[config.mk]
export PLATFORM = sky130hd
export DESIGN_NAME = frame_sequencer_flat
export DESIGN_NICKNAME = d
export VERILOG_FILES = /design/src/rtl/frame_seq_pkg.sv /design/src/rtl/frame_sequencer_if.sv /design/src/rtl/block_addr_counter.sv /design/src/rtl/frame_sequencer.sv /design/src/flat_wrapper.sv
export SDC_FILE = /design/constraint.sdc
export NUM_CORES = 1
export LEC_CHECK = 0
export ABC_AREA = 1
export CORE_ASPECT_RATIO = 0.8
export CORE_MARGIN = 2
export CORE_UTILIZATION = 25
export CTS_CLUSTER_DIAMETER = 150
export DETAILED_ROUTE_END_ITERATION = 16
export SLEW_MARGIN = 20
export SYNTH_ARGS = -nofsm -noshare
export SYNTH_HDL_FRONTEND = slang
export SYNTH_SLANG_ARGS = --single-unit
[constraint.sdc]
create_clock -name csi_clk -period 3.03 [get_ports csi_clk]
set_input_delay 0.7575 -clock csi_clk [delete_from_list [all_inputs] [get_ports csi_clk]]
set_output_delay 0.7575 -clock csi_clk [all_outputs]
set_load 0.1 [all_outputs]
[src/rtl/frame_seq_pkg.sv]
// frame_seq_pkg: shared states, register map and bit positions for the frame sequencer
package frame_seq_pkg;
  typedef enum logic [2:0] {
    ST_IDLE,
    ST_ISSUE,
    ST_WAIT,
    ST_ADVANCE,
    ST_FRAME_END
  } state_t;
  localparam logic [1:0] ADDR_CTRL        = 2'd0;
  localparam logic [1:0] ADDR_STATUS      = 2'd1;
  localparam logic [1:0] ADDR_FRAME_COUNT = 2'd2;
  localparam logic [1:0] ADDR_BUF_SEL     = 2'd3;
  localparam int CTRL_START   = 0;
  localparam int CTRL_CONT    = 1;
  localparam int CTRL_IRQ_EN  = 2;
  localparam int CTRL_ABORT   = 3;
  localparam int STAT_BUSY    = 0;
  localparam int STAT_DONE    = 1;
  localparam int STAT_OVERRUN = 2;
  localparam int BLK_SIZE     = 8;
endpackage

[src/rtl/frame_sequencer_if.sv]
// frame_sequencer_if: control bus, interrupt and DCT engine conduit of the frame sequencer
interface frame_sequencer_if;
  logic [1:0]  avs_s0_address;
  logic        avs_s0_write;
  logic [31:0] avs_s0_writedata;
  logic        avs_s0_read;
  logic [31:0] avs_s0_readdata;
  logic        ins_irq0_irq;
  logic        coe_dct_start;
  logic [7:0]  coe_dct_blk_x;
  logic [7:0]  coe_dct_blk_y;
  logic        coe_dct_done;
  logic        coe_src_sel;
  logic        coe_dst_sel;
  modport master (
    output avs_s0_address, avs_s0_write, avs_s0_writedata, avs_s0_read, coe_dct_done,
    input  avs_s0_readdata, ins_irq0_irq, coe_dct_start, coe_dct_blk_x, coe_dct_blk_y,
           coe_src_sel, coe_dst_sel
  );
  modport slave (
    input  avs_s0_address, avs_s0_write, avs_s0_writedata, avs_s0_read, coe_dct_done,
    output avs_s0_readdata, ins_irq0_irq, coe_dct_start, coe_dct_blk_x, coe_dct_blk_y,
           coe_src_sel, coe_dst_sel
  );
endinterface

[src/rtl/block_addr_counter.sv]
// block_addr_counter: raster-order block coordinate counter with clear, advance and last-block flag
module block_addr_counter #(
  parameter int COLS = 40,
  parameter int ROWS = 30
) (
  input  logic       csi_clk,
  input  logic       rsi_reset,
  input  logic       clr,
  input  logic       adv,
  output logic [7:0] blk_x,
  output logic [7:0] blk_y,
  output logic       last
);
  localparam logic [7:0] X_MAX = 8'(COLS - 1);
  localparam logic [7:0] Y_MAX = 8'(ROWS - 1);
  logic x_wrap;
  assign x_wrap = blk_x == X_MAX;
  assign last = x_wrap && blk_y == Y_MAX;
  // walk columns first, stepping the row when the column wraps; clear wins over advance
  always_ff @(posedge csi_clk) begin
    if (rsi_reset || clr) begin
      blk_x <= '0;
      blk_y <= '0;
    end else if (adv) begin
      blk_x <= x_wrap ? '0 : blk_x + 8'd1;
      blk_y <= x_wrap ? blk_y + 8'd1 : blk_y;
    end
  end
endmodule

[src/rtl/frame_sequencer.sv]
// frame_sequencer: walks the DCT engine over a frame in 8x8 blocks under Avalon-MM control
module frame_sequencer
  import frame_seq_pkg::*;
#(
  parameter int FRAME_W = 320,
  parameter int FRAME_H = 240
) (
  input logic               csi_clk,
  input logic               rsi_reset,
  frame_sequencer_if.slave  s0
);
  localparam int COLS = FRAME_W / BLK_SIZE;
  localparam int ROWS = FRAME_H / BLK_SIZE;
  state_t state, state_nx;
  logic        continuous, irq_en, done, overrun, src_sel, dst_sel;
  logic [15:0] frame_count;
  logic [1:0]  buf_prog;
  logic [31:0] wd;
  logic        wr_ctrl, wr_stat, wr_buf, abort_req, start_req;
  logic        last, cnt_clr, cnt_adv, load_sel, frame_fire, dct_start, busy;
  logic [7:0]  blk_x, blk_y;
  logic        unused_wd;
  assign wd        = s0.avs_s0_writedata;
  assign unused_wd = ^wd[31:4];
  assign wr_ctrl   = s0.avs_s0_write && s0.avs_s0_address == ADDR_CTRL;
  assign wr_stat   = s0.avs_s0_write && s0.avs_s0_address == ADDR_STATUS;
  assign wr_buf    = s0.avs_s0_write && s0.avs_s0_address == ADDR_BUF_SEL;
  assign abort_req = wr_ctrl && wd[CTRL_ABORT];
  assign start_req = wr_ctrl && wd[CTRL_START] && !wd[CTRL_ABORT];
  block_addr_counter #(.COLS(COLS), .ROWS(ROWS)) u_addr (
    .csi_clk   (csi_clk),
    .rsi_reset (rsi_reset),
    .clr       (cnt_clr),
    .adv       (cnt_adv),
    .blk_x     (blk_x),
    .blk_y     (blk_y),
    .last      (last)
  );
  // state register
  always_ff @(posedge csi_clk) begin
    state <= rsi_reset ? ST_IDLE : state_nx;
  end
  // next-state logic; abort preempts every state
  always_comb begin
    state_nx = state;
    case (state)
      ST_IDLE:      state_nx = start_req ? ST_ISSUE : ST_IDLE;
      ST_ISSUE:     state_nx = ST_WAIT;
      ST_WAIT:      state_nx = s0.coe_dct_done ? ST_ADVANCE : ST_WAIT;
      ST_ADVANCE:   state_nx = last ? ST_FRAME_END : ST_ISSUE;
      ST_FRAME_END: state_nx = continuous ? ST_ISSUE : ST_IDLE;
      default:      state_nx = ST_IDLE;
    endcase
    if (abort_req) state_nx = ST_IDLE;
  end
  // state-decoded outputs and datapath strobes; abort suppresses all frame side effects
  always_comb begin
    dct_start  = state == ST_ISSUE;
    busy       = state != ST_IDLE;
    load_sel   = state == ST_IDLE && start_req;
    frame_fire = state == ST_FRAME_END && !abort_req;
    cnt_adv    = state == ST_ADVANCE && !last && !abort_req;
    cnt_clr    = load_sel || (frame_fire && continuous);
  end
  // control, status, frame counter and active buffer selects
  always_ff @(posedge csi_clk) begin
    if (rsi_reset) begin
      continuous  <= 1'b0;
      irq_en      <= 1'b0;
      done        <= 1'b0;
      overrun     <= 1'b0;
      frame_count <= '0;
      buf_prog    <= '0;
      src_sel     <= 1'b0;
      dst_sel     <= 1'b0;
    end else begin
      if (wr_ctrl) begin
        continuous <= wd[CTRL_CONT];
        irq_en     <= wd[CTRL_IRQ_EN];
      end
      if (wr_buf) buf_prog <= wd[1:0];
      done    <= frame_fire || (done && !(wr_stat && wd[STAT_DONE]));
      overrun <= (s0.coe_dct_done && state != ST_WAIT) || (overrun && !(wr_stat && wd[STAT_OVERRUN]));
      if (frame_fire) frame_count <= frame_count + 16'd1;
      if (load_sel) {dst_sel, src_sel} <= buf_prog;
      else if (frame_fire && continuous) {dst_sel, src_sel} <= ~{dst_sel, src_sel};
    end
  end
  // registered read mux, one cycle latency, returns pre-write values
  always_ff @(posedge csi_clk) begin
    if (rsi_reset || !s0.avs_s0_read) s0.avs_s0_readdata <= '0;
    else s0.avs_s0_readdata <=
      s0.avs_s0_address == ADDR_CTRL        ? {29'b0, irq_en, continuous, 1'b0} :
      s0.avs_s0_address == ADDR_STATUS      ? {29'b0, overrun, done, busy} :
      s0.avs_s0_address == ADDR_FRAME_COUNT ? {16'b0, frame_count} :
                                              {28'b0, dst_sel, src_sel, buf_prog};
  end
  assign s0.ins_irq0_irq  = done && irq_en;
  assign s0.coe_dct_start = dct_start;
  assign s0.coe_dct_blk_x = blk_x;
  assign s0.coe_dct_blk_y = blk_y;
  assign s0.coe_src_sel   = src_sel;
  assign s0.coe_dst_sel   = dst_sel;
endmodule

[src/flat_wrapper.sv]
// flat-port wrapper written by rule: the top's interface ports become plain ports
module frame_sequencer_flat import frame_seq_pkg::*;
#(
  parameter int FRAME_W = 320,
  parameter int FRAME_H = 240
)
  (csi_clk, rsi_reset, s0_avs_s0_address, s0_avs_s0_write, s0_avs_s0_writedata, s0_avs_s0_read, s0_coe_dct_done, s0_avs_s0_readdata, s0_ins_irq0_irq, s0_coe_dct_start, s0_coe_dct_blk_x, s0_coe_dct_blk_y, s0_coe_src_sel, s0_coe_dst_sel);
  frame_sequencer_if s0_i ();
  input logic csi_clk;
  input logic rsi_reset;
  input wire logic [$bits(s0_i.avs_s0_address)-1:0] s0_avs_s0_address;
  input wire logic [$bits(s0_i.avs_s0_write)-1:0] s0_avs_s0_write;
  input wire logic [$bits(s0_i.avs_s0_writedata)-1:0] s0_avs_s0_writedata;
  input wire logic [$bits(s0_i.avs_s0_read)-1:0] s0_avs_s0_read;
  input wire logic [$bits(s0_i.coe_dct_done)-1:0] s0_coe_dct_done;
  output wire logic [$bits(s0_i.avs_s0_readdata)-1:0] s0_avs_s0_readdata;
  output wire logic [$bits(s0_i.ins_irq0_irq)-1:0] s0_ins_irq0_irq;
  output wire logic [$bits(s0_i.coe_dct_start)-1:0] s0_coe_dct_start;
  output wire logic [$bits(s0_i.coe_dct_blk_x)-1:0] s0_coe_dct_blk_x;
  output wire logic [$bits(s0_i.coe_dct_blk_y)-1:0] s0_coe_dct_blk_y;
  output wire logic [$bits(s0_i.coe_src_sel)-1:0] s0_coe_src_sel;
  output wire logic [$bits(s0_i.coe_dst_sel)-1:0] s0_coe_dst_sel;
  assign s0_i.avs_s0_address = s0_avs_s0_address;
  assign s0_i.avs_s0_write = s0_avs_s0_write;
  assign s0_i.avs_s0_writedata = s0_avs_s0_writedata;
  assign s0_i.avs_s0_read = s0_avs_s0_read;
  assign s0_i.coe_dct_done = s0_coe_dct_done;
  assign s0_avs_s0_readdata = s0_i.avs_s0_readdata;
  assign s0_ins_irq0_irq = s0_i.ins_irq0_irq;
  assign s0_coe_dct_start = s0_i.coe_dct_start;
  assign s0_coe_dct_blk_x = s0_i.coe_dct_blk_x;
  assign s0_coe_dct_blk_y = s0_i.coe_dct_blk_y;
  assign s0_coe_src_sel = s0_i.coe_src_sel;
  assign s0_coe_dst_sel = s0_i.coe_dst_sel;
  frame_sequencer #(.FRAME_W(FRAME_W), .FRAME_H(FRAME_H)) u_core (.csi_clk(csi_clk), .rsi_reset(rsi_reset), .s0(s0_i));
endmodule
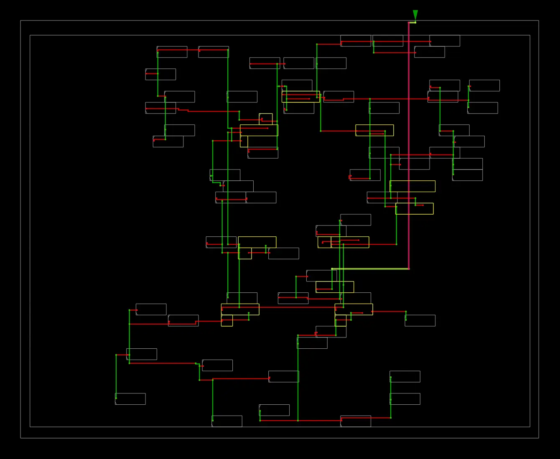
run_1/final_clocks.png
number of clock buffers in the layout: 9
clock network power: 1030 uW
worst clock skew on the final layout: 0.0103 ns
Num CTS Buffers: 9
flop count: 59

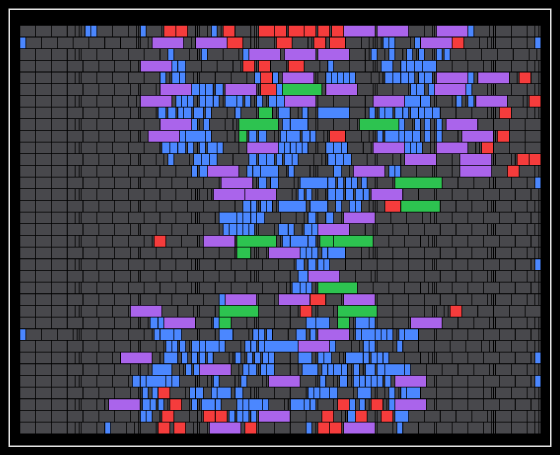
run_1/cell_classes.png
Fill, decap, tap and diode cells in grey.
| colour | class | cells | share of their area |
|---|---|---|---|
| blue | all other logic | 344 | 47% |
| purple | flip-flops | 59 | 33% |
| red | other buffers and delay cells | 48 | 11% |
| green | clock drivers and dummy loads | 16 | 8.5% |

==> commit_impl_results.txt, run 1 <==
Record implementation results from latest flow run

- Met3 Wirelength: around 250 um
- Number of search-and-repair iterations in the first detailed-routing pass: 4
- Summed standard-cell area reported by yosys: a little under 0.003 sq mm
* Largest stage delay on the critical path: about 0.5 ns
- For this run, the register share of the synthesized area comes to 39.8%.
* Worst Reg-to-Reg Cells: 10
* Layout fillers: around 1200
- Buf/Inv on CP: 3
* Fmax: 467 MHz
* Register share of the cell area: 31.6%
- The setup path with the least slack is of type in2reg.
* Hold Path Origin: u_core.frame_count[12]
* Violation tally from detailed-route iteration zero: 164
- roughly 90 I/O pins were placed.
- Non-clock buffers, area share: between 10% and 20%
- The average instance in the mapped netlist occupies 7.24 sq um.
- Per the OpenROAD timing report, the critical path contains 9 cells.
- The detailed router placed 2597 vias in this run.
- Measured along the y axis, the die boundary spans 101 um.
- Number of buffers added on ports: 46
- The flow ran to the end, and the final reports show no timing, DRC or antenna violations.
* Part of the cycle the worst path needs: a little over two thirds
- Global routing consumed, on the met1 layer, about 14% of the routing resources.
* Final-report max-slew violation count: 0
* Final routed wirelength across all metal layers: 6810 um
- Initial antenna violation count: 0
- End point of the critical path: u_core.u_addr.blk_y[0]
* Global-route met2 utilization: 17.0%
* Reported leakage power: 0.00153 uW
* Final GP Congestion: 0.812
- The OpenROAD report gives the critical path a data arrival time of 2.34 ns.
* Global-route wire length before repair: 11300 um
* Top pwr grp: the clock network
- Top class by area: combinational gates
- Reg area: 0.00118 sq mm
- Per the OpenROAD floorplan log, the width of the die is 126 um.
- Final total negative setup slack: 0 ns
* Reported max-cap violation count: 0
- After global routing the overflow that remains totals 0.
- HPWL after DPL: a little under 5000 um
- After clock tree synthesis, the setup repair step added 0 buffers.
- Remaining number of nets flagged by the antenna check after routing: 0
- By instance count after routing, the leading logic cell type is sky130_fd_sc_hd__nand2_1.
* Switching power as a share of total power: between 20 and 30%
- Post-synth design cell area: 0.00297 sq mm
- Net switching component of the power: between 500 and 600 uW
- Setup slack closes at about 0.89 ns.
* Sequential share of power: 39.5%
- Cell resize tally after clock tree synthesis: 0
- Setup repair after global routing left no endpoint under its margin.
* Routed length on met1: 3340 um
- From the final report, the count of setup violators was given as 0.
* Reg-to-Reg Start: u_core.u_addr.blk_x[0]
- TritonCTS clock tree: built
* Reg2reg setup slack: 1.34 ns
- The report lists the number of standard-cell rows as 35.
* Peak supply drop: between 0.2 and 0.25 mV
- The region available for standard cell placement spans 0.0116 sq mm.
* Buffer cell driving the clock tree root: sky130_fd_sc_hd__clkbuf_16
- For this run, the post-layout net count is 505.
- Combinational logic burns 8.9% of the power.
- After detailed routing, the met2 layer carries 3090 um of wire.
* Critical path launch point type: input pin
- Reported combinational group power: about 180 uW
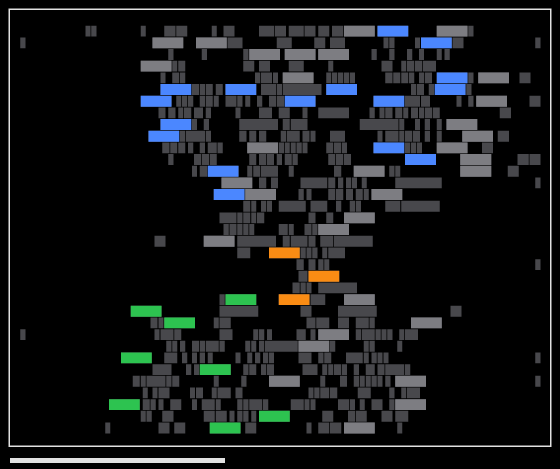
run_1/registers.png
Scale bar: 50 um.
| colour | netlist name | placed flops |
|---|---|---|
| green | `u_core.u_addr.blk_y` | 8 |
| blue | `u_core.frame_count` | 16 |
| orange | `u_core.state` | 3 |
not coloured: 32

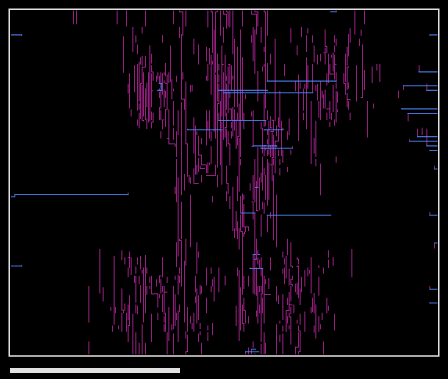
run_1/metal_stack.png
Scale bar: 50 um. Only two layers are drawn.
| colour | layer | wire length |
|---|---|---|
| blue | met3 | 252 um |
| magenta | met2 | 3090 um |

[run 1: flip-flops by register name, summed over array words and instances (netlist names)]
signal and flops:
u_core.irq_en 1, u_core.overrun 1, u_core.state 3, u_core.u_addr.blk_x 8
u_core.s0.avs_s0_readdata 16, u_core.buf_prog 2, u_core.s0.coe_src_sel 1, u_core.s0.coe_dst_sel 1
u_core.frame_count 16, u_core.u_addr.blk_y 8, u_core.done 1, u_core.continuous 1
[run 1: worst reg2reg max path: stages, from the launching register on]
cell and delay, ns:
sky130_fd_sc_hd__dfxtp_1 0.40, sky130_fd_sc_hd__ha_1 0.22, sky130_fd_sc_hd__nand2_1 0.06, sky130_fd_sc_hd__inv_1 0.09, sky130_fd_sc_hd__nand2_1 0.09, sky130_fd_sc_hd__nor2_4 0.17
sky130_fd_sc_hd__nand2_2 0.11, sky130_fd_sc_hd__nand3_2 0.18, sky130_fd_sc_hd__inv_2 0.11, sky130_fd_sc_hd__nand2_1 0.09, sky130_fd_sc_hd__a21oi_2 0.05
[run 1: stage by stage]
stage          instances  area (sq um)  util (%)  hold slack (ns)
3_3_place_gp         599          3440      29.7            0.442
5_1_grt              615          3740      32.3            0.497
2_1_floorplan        425          3030         -            0.421
3_5_place_dp         599          3440      29.7            0.444
4_1_cts              615          3740      32.3            0.455
6_report             615          3740      32.3            0.459
[run 1: cell families after synthesis]
logic type,after synthesis,synth area share [%]
simple gates,189,30.3
buf+inv,85,13.4
fa+ha+maj,4,1.68
other cells,1,0.126
compound gates,65,12.6
flops,59,39.8
xor+xnor,7,2.06
[run 1: cell usage after synthesis]
library cell	count	area [sq um]
sky130_fd_sc_hd__nand2_2	3	18.8
sky130_fd_sc_hd__nor2_2	1	6.26
sky130_fd_sc_hd__a311oi_1	1	8.76
sky130_fd_sc_hd__buf_6	2	22.5
sky130_fd_sc_hd__nor2_8	1	20.0
sky130_fd_sc_hd__o21ai_0	27	135
sky130_fd_sc_hd__nor4_1	1	6.26
sky130_fd_sc_hd__nand2_1	84	315
sky130_fd_sc_hd__o21bai_1	1	7.51
sky130_fd_sc_hd__dfxtp_1	59	1180
sky130_fd_sc_hd__nor2_4	6	67.6
sky130_fd_sc_hd__nand4_1	4	25.0
sky130_fd_sc_hd__nand2_4	1	11.3
sky130_fd_sc_hd__inv_1	57	214
sky130_fd_sc_hd__nand3_1	21	105
sky130_fd_sc_hd__a21oi_1	24	120
sky130_fd_sc_hd__nand3_2	2	20.0
sky130_fd_sc_hd__conb_1	1	3.75
sky130_fd_sc_hd__nand3_4	2	35.0
sky130_fd_sc_hd__nor3_1	10	50.1
sky130_fd_sc_hd__o21ai_2	1	8.76
sky130_fd_sc_hd__inv_2	6	22.5
sky130_fd_sc_hd__a21oi_2	10	87.6
sky130_fd_sc_hd__buf_4	16	120
sky130_fd_sc_hd__clkbuf_1	1	3.75
sky130_fd_sc_hd__nand4_4	1	21.3
sky130_fd_sc_hd__a211oi_1	1	7.51
sky130_fd_sc_hd__ha_1	4	50.1
sky130_fd_sc_hd__nor3b_1	1	7.51
sky130_fd_sc_hd__xor2_1	7	61.3
sky130_fd_sc_hd__buf_2	3	15.0
sky130_fd_sc_hd__nor2_1	51	191
==> inputs of run 2 (changes only) <==
==> constraint.sdc (replaced) <==
create_clock -name csi_clk -period 2 [get_ports csi_clk]
set_input_delay 0.5 -clock csi_clk [delete_from_list [all_inputs] [get_ports csi_clk]]
set_output_delay 0.5 -clock csi_clk [all_outputs]
set_load 0.1 [all_outputs]
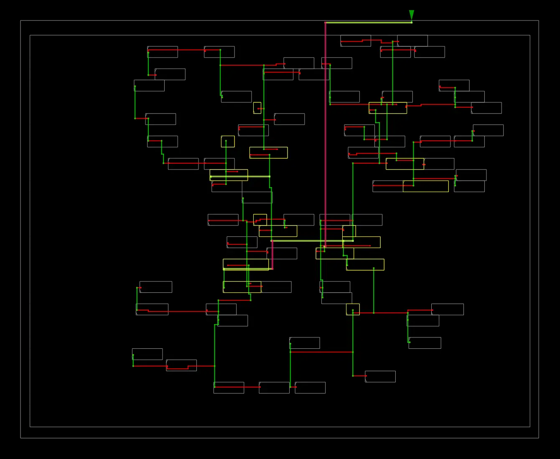
run_2/final_clocks.png
worst clock skew on the final layout: 0.00902 ns
clock network power: 1670 uW
clock sink count: 59
clock latency on the worst-skew pair: 0.32 ns

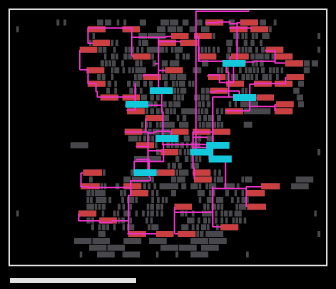
run_2/clock_map.png
Scale bar: 50 um.
[red] flip-flops | count: 59
[magenta] clock wires | length: 850 um
[cyan] cells driving clock nets | count: 9
routed clock nets: 10

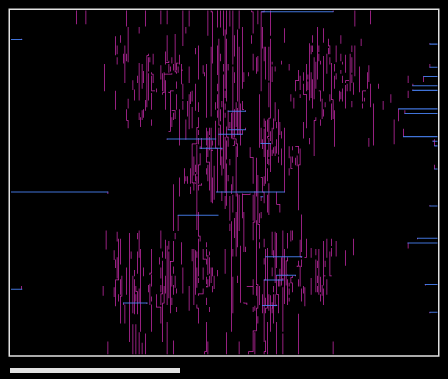
run_2/metal_stack.png
Scale bar: 50 um. Only two layers are drawn.
| colour | layer | wire length |
|---|---|---|
| magenta | met2 | 3130 um |
| blue | met3 | 237 um |

==> run 2 against run 1 <==
First-iteration DRC count up 16%. Critical path type is now reg2out. Power rose by 58%. Design area increased by 11%. Cell count grew 2.3%. Non-clock buffer count rose by 14. Largest cell class unchanged.
==> commit_impl_results.txt, run 2 <==
Record implementation results from latest flow run

- Number of search-and-repair iterations in the first detailed-routing pass: 4
* Kind of path behind the tightest hold check: reg2reg
* Top post-synthesis cells by area: sky130_fd_sc_hd__dfxtp_1 (40%), sky130_fd_sc_hd__nand2_1 (11%), sky130_fd_sc_hd__inv_1 (7.2%), sky130_fd_sc_hd__nor2_1 (6.4%), sky130_fd_sc_hd__o21ai_0 (4.5%)
- TritonCTS built the clock tree.
* Routed length on met1: 3430 um
- List of most frequent post-synthesis cells: sky130_fd_sc_hd__nand2_1 (84), sky130_fd_sc_hd__dfxtp_1 (59), sky130_fd_sc_hd__inv_1 (57)
- Summing the areas of all and, or, nand and nor instances in the mapped netlist gives 30.3% of the synthesized area.
- Per the final report, max-transition violations number 0.
* Final routed wirelength across all metal layers: 6860 um
- Cell with the most instances after synthesis: sky130_fd_sc_hd__nand2_1
* Die Height: 101 um
- In this run, the combinational gates consume between 9 and 10% of the power.
- Arithmetic-cell share of the synthesized area counting full adders, half adders and majority gates: 1.68%
- Largest net degree at the start of global routing: 16
- Cell resize tally after clock tree synthesis: 0
* Cell count after synthesis: 410
* Compound-Gate Fraction of Synth Area: 12.6%
* RSZ-0062 raised after global routing: false
- Net switching component of the power: 803 uW
- Per the cell usage report, the commonest logic cell in the layout is sky130_fd_sc_hd__nand2_1.
- According to the floorplan report, the placeable core area is 0.0116 sq mm.
- Of the cells placed in the final design, the portion with a size suffix greater than 1 is 22.5%.
* Top Layout Cells: sky130_fd_sc_hd__nand2_1 (84), sky130_fd_sc_hd__inv_1 (57), sky130_fd_sc_hd__dfxtp_1 (54), sky130_fd_sc_hd__nor2_1 (50), sky130_fd_sc_hd__buf_4 (31)
- Final setup slack of the worst path: roughly 0.16 ns
* Dominant synthesized flop cell: sky130_fd_sc_hd__dfxtp_1
- Per the CTS log, the root buffer master is sky130_fd_sc_hd__clkbuf_16.
- Per the detail_route log, met3 wirelength is ~240 um.
- Post-synth top area cell: sky130_fd_sc_hd__dfxtp_1
- Fmax: 544 MHz
- Global-route wire length before repair: 11600 um
* Routed length on met2: around 3100 um
- Final GP Congestion: 0.837
- Post-CTS setup buffer count: 0
- CTS added clock buffers totalling 9.
- For this run the aggregate overflow at the end of global routing stands at 0.
- Per the log, the first TritonRoute iteration ended with a DRC count of around 190.
- between 90 and 100 I/O pins were placed.
* Largest stage delay on the critical path: 0.30 ns
* HPWL after DPL: 5220 um
- Die width: 126 um
- Summed standard-cell area reported by yosys: 0.00297 sq mm
- The average instance in the mapped netlist occupies 7.24 sq um.
* Run status: completed
- EDFF count, synth: 0
- For the worst setup path, the data required time is roughly 1.5 ns.
- The analysis attributes to cell leakage a power of ~0.0017 uW.
- CP Data Arrival Time: 1.34 ns
- Of the available clock period, the critical path in the final layout requires 92.0%.
* Main combinational cell family by area after synthesis: simple AND/OR/NAND/NOR gates
- The worst setup path is launched from a flop.
- Buffers placed on the I/O ports in this run total 46.
* Sequential share of power: 37.9%
* Switching power as a share of total power: 25.5%
* Reported max-cap violation count: 0
- Across the VDD grid, the largest voltage drop is 0.435 mV.
- The number of warnings reported in the stage logs is 55.
- Total setup violations reported at the end of the flow: 0
- Sequential elements use 39.8% of the synthesized area.
- Per the layout report, the design carries 1204 filler cells.
- The initial antenna violation count is 0.
* Crit path kind: reg2out
* Via total after detailed routing: 2634
* Remaining number of nets flagged by the antenna check after routing: 0
- According to the floorplan log, the row count is 35.
- For reference, the mux area share after synthesis is 0%.
* Top Registers: u_core.frame_count (16), u_core.s0.avs_s0_readdata (16)
* FFs w/ async S/R, synth: 0%
* Vias in the first global route: around 2400
* Clock H-tree levels: 3
* Post-synth design cell area: 0.00297 sq mm
## run 2: critical path: cells and delay by family (launching register included)
kind | cells | cell delay, ns
buf+inv | 2 | 0.33
flops | 1 | 0.30
simple gates | 2 | 0.39
## run 2: cell type report
class                   count  area (sq um)  share of cell area, %
flip-flops and latches     59          1190                   28.7
clock inverters             7           100                   2.42
repair buffers             62           753                   18.2
multi-input cells         281          1450                   35.0
clock buffers               9           225                   5.44
well taps                 148           185                   4.48
inverters                  63           236                   5.72
## run 2: final timing paths
check,startpoint,endpoint,slack [ns],cells past startpoint
max,u_core.state[2],s0_coe_dct_start,0.16,4
min,u_core.frame_count[12],u_core.s0.avs_s0_readdata[12],0.44,2
max reg2reg,u_core.u_addr.blk_x[0],u_core.u_addr.blk_x[3],0.29,10
min reg2reg,u_core.frame_count[12],u_core.s0.avs_s0_readdata[12],0.44,2
## run 2: through the flow
step,instances,cell area (sq um),hold slack [ns],TNS [ns],utilization [%]
2_1_floorplan,425,3040,0.421,0,-
3_3_place_gp,613,3810,0.440,0,33.0
3_5_place_dp,613,3810,0.443,-0.0337,33.0
4_1_cts,629,4140,0.446,0,35.8
5_1_grt,629,4140,0.473,0,35.8
6_report,629,4140,0.441,0,35.8
## run 2: kinds of logic (layout without fill, tap and decap cells)
logic type | after synthesis | count (layout)
buf+inv | 85 | 141
simple gates | 189 | 189
fa+ha+maj | 4 | 4
flops | 59 | 59
other cells | 1 | 16
xor+xnor | 7 | 7
compound gates | 65 | 65
## run 2: routing by layer
metal / GRT usage, % / vias to the layer above
li1: - / 1398
met3: 2.54 / 4
met1: 15.3 / 1183
met2: 17.3 / 49
met4: 3.80 / 0
met5: 0 / -
## run 2: power by group through the flow
| stage | sequential (uW) | clock, uW | combinational (uW) |
|---|---|---|---|
| 2_1_floorplan | 1240 | 0 | 219 |
| 5_1_grt | 1190 | 1760 | 304 |
| 3_5_place_dp | 1220 | 0 | 287 |
| 4_1_cts | 1190 | 1690 | 288 |
| 6_report | 1190 | 1670 | 287 |
| 3_3_place_gp | 1220 | 0 | 285 |
==> inputs of run 3 (changes only) <==
--- a/config.mk
+++ b/config.mk
@@ -11,7 +11,6 @@
 export CORE_UTILIZATION = 25
 export CTS_CLUSTER_DIAMETER = 150
 export DETAILED_ROUTE_END_ITERATION = 16
-export SLEW_MARGIN = 20
 export SYNTH_ARGS = -nofsm -noshare
 export SYNTH_HDL_FRONTEND = slang
 export SYNTH_SLANG_ARGS = --single-unit
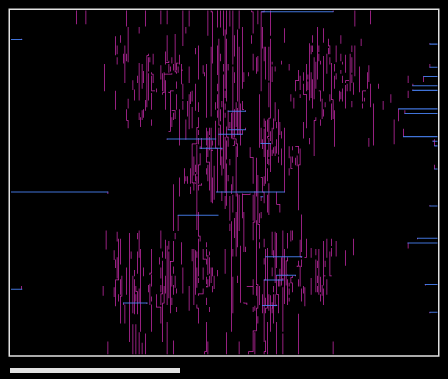
run_3/metal_stack.png
Scale bar: 50 um. Only two layers are drawn.
| colour | layer | wire length |
|---|---|---|
| blue | met3 | 237 um |
| magenta | met2 | 3130 um |

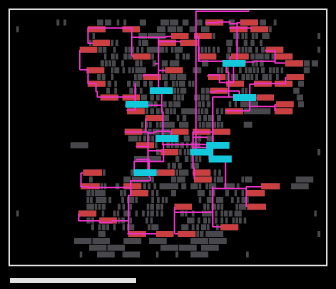
run_3/clock_map.png
Scale bar: 50 um.
[cyan] cells driving clock nets | count: 9
[magenta] clock wires | length: 850 um
[red] flip-flops | count: 59
routed clock nets: 10

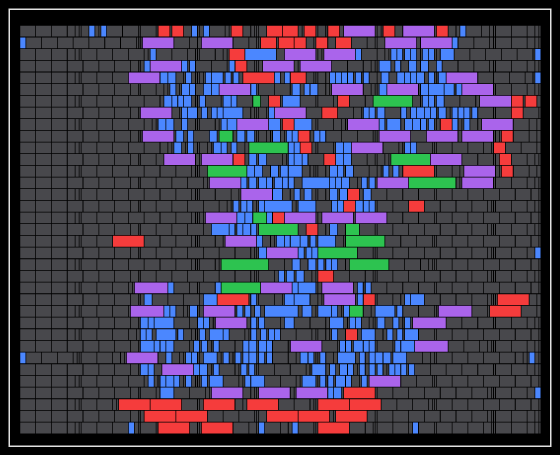
run_3/cell_classes.png
Fill, decap, tap and diode cells in grey.
| colour | class | cells | share of their area |
|---|---|---|---|
| purple | flip-flops | 59 | 30% |
| red | other buffers and delay cells | 62 | 19% |
| blue | all other logic | 344 | 43% |
| green | clock drivers and dummy loads | 16 | 8.2% |

==> run 3 against run 2 <==
Routed wire length is the same. Maximum frequency unchanged. Hold slack unchanged. Largest power group unchanged. Power is the same. Sequential share of layout area unchanged. Synthesized area unchanged. Via count is the same. First-iteration DRC count did not move. Cell count unchanged.
==> commit_impl_results.txt, run 3 <==
Record implementation results from latest flow run

- Run status: completed
- Number of search-and-repair iterations in the first detailed-routing pass: 4
- Cell count after synthesis: 410
- Layout fillers: 1204
* Part of the cycle the worst path needs: 92.0%
* Tally of OpenROAD warnings: 55
* Reg area: 0.00119 sq mm
- By instance count after routing, the leading logic cell type is sky130_fd_sc_hd__nand2_1.
- Post-CTS setup buffer count: 0
- Post-synth design cell area: 0.00297 sq mm
- Ratio of cells with drive above 1 in the final layout: 22.5%
- The final timing report lists clock skew as 0.00902 ns.
- The H-tree was split into 3 levels.
- Kind of path behind the tightest hold check: reg2reg
- Reg-to-Reg Start: u_core.u_addr.blk_x[0]
- Hold Crit Endpoint: u_core.s0.avs_s0_readdata[12]
- Dominant synthesized flop cell: sky130_fd_sc_hd__dfxtp_1
* Summed standard-cell area reported by yosys: 0.00297 sq mm
- The first global-routing pass estimated 11600 um of wire.
- In this run the horizontal extent of the chip is between 100 and 150 um.
* Data required time of the critical path: 1.50 ns
- Once iteration 0 of detailed routing completed, the report listed 191 DRC markers.
- Core Util, Final: 35.8%
* Cell resize tally after clock tree synthesis: 0
- Peak supply drop: 0.435 mV
* Multi-input logic area: 0.00145 sq mm
- The worst setup path is launched from a flop.
- CP Data Arrival Time: about 1.3 ns
* Fmax: 544 MHz
- The routed design has 6860 um of wire.
* Reported max-cap violation count: 0
- List of most frequent post-synthesis cells: sky130_fd_sc_hd__nand2_1 (84), sky130_fd_sc_hd__dfxtp_1 (59), sky130_fd_sc_hd__inv_1 (57)
- Final GP Congestion: 0.837
* Number of rows created at floorplan: 35
- For this run, asynchronously set or reset flops after synthesis account for 0%.
- RSZ-0062 raised after global routing: false
- Clock latency on the worst-skew pair: approximately 0.32 ns
* Largest net degree at the start of global routing: 16
* Sequential area share after synthesis: 39.8%
- The share of synthesized area in the top cell type comes to about two fifths.
* Remaining number of nets flagged by the antenna check after routing: 0
- Top Layout Cells: sky130_fd_sc_hd__nand2_1 (84), sky130_fd_sc_hd__inv_1 (57), sky130_fd_sc_hd__dfxtp_1 (54), sky130_fd_sc_hd__nor2_1 (50), sky130_fd_sc_hd__buf_4 (31)
- Vias in the first global route: 2422
- Counting instances, the worst hold path has a depth of 2.
- Crit path kind: reg2out
* Cell with the most instances after synthesis: sky130_fd_sc_hd__nand2_1
- Final-report max-slew violation count: 0
* Total setup violations reported at the end of the flow: 0
* HPWL after DPL: approximately 5200 um
- According to the finish report, the design has a final net count of 519.
- According to the I/O placement log, the pin count is 91.
- After floorplanning, the core was sized to cover 0.0116 sq mm.
- Counting every sink on the clock net gives a little under 60.
## run 3: cell counts in the layout (fill, tap and decap cells not counted)
No cell type changed its count.
## run 3: cell type report
cell class                 count  share of cell area, %
sequential                    59                   28.7
inverter                      63                   5.72
clock buffer                   9                   5.44
clock inverter                 7                   2.42
tap                          148                   4.48
multi-input combinational    281                   35.0
timing repair buffer          62                   18.2
## run 3: how the worst max path moves through the flow
stage / from / endpoint / cells after the start
after floorplan: u_core.u_addr.blk_y[4] / u_core.u_addr.blk_x[0] / 9
after global placement: s0_avs_s0_address[1] / u_core.u_addr.blk_y[0] / 10
after detailed placement: s0_avs_s0_address[1] / u_core.u_addr.blk_x[0] / 8
after CTS: u_core.state[2] / s0_coe_dct_start / 4
after global routing: u_core.state[2] / s0_coe_dct_start / 4
final: u_core.state[2] / s0_coe_dct_start / 4
## run 3: power by group
part	internal (uW)	switching [uW]
combinational	60.5	227
sequential	1190	6.47
clock	1100	570
## run 3: cells by family after synthesis
family          Yosys count  share of synthesized area [%]
buf+inv                  85                           13.4
simple gates            189                           30.3
xor+xnor                  7                           2.06
other cells               1                          0.126
compound gates           65                           12.6
flops                    59                           39.8
fa+ha+maj                 4                           1.68
## run 3: layer usage
metal,global-route usage [%],wire length [um],part of all wire [%],vias up
met3,2.54,237,3.5,4
met1,15.3,3430,50,1183
met2,17.3,3130,46,49
met4,3.80,61,0.89,0
met5,0,0,0,-
li1,-,-,-,1398
## run 3: critical path, cell delays in order, from the launching register on
cell                      delay, ns
sky130_fd_sc_hd__dfxtp_1       0.30
sky130_fd_sc_hd__inv_1         0.13
sky130_fd_sc_hd__nand2_1       0.17
sky130_fd_sc_hd__nor2_2        0.22
sky130_fd_sc_hd__buf_12        0.20
## run 3: per-stage QoR
stage | TNS (ns) | std cells | setup slack (ns) | cell area (sq um) | hold slack [ns]
2_1_floorplan | 0 | 425 | 0.0211 | 3040 | 0.421
3_3_place_gp | 0 | 613 | 0.0100 | 3810 | 0.440
3_5_place_dp | -0.0337 | 613 | -0.0107 | 3810 | 0.443
4_1_cts | 0 | 629 | 0.149 | 4140 | 0.446
5_1_grt | 0 | 629 | 0.0905 | 4140 | 0.473
6_report | 0 | 629 | 0.160 | 4140 | 0.441
No activity file was given, so power comes from the tool's default toggle rates.
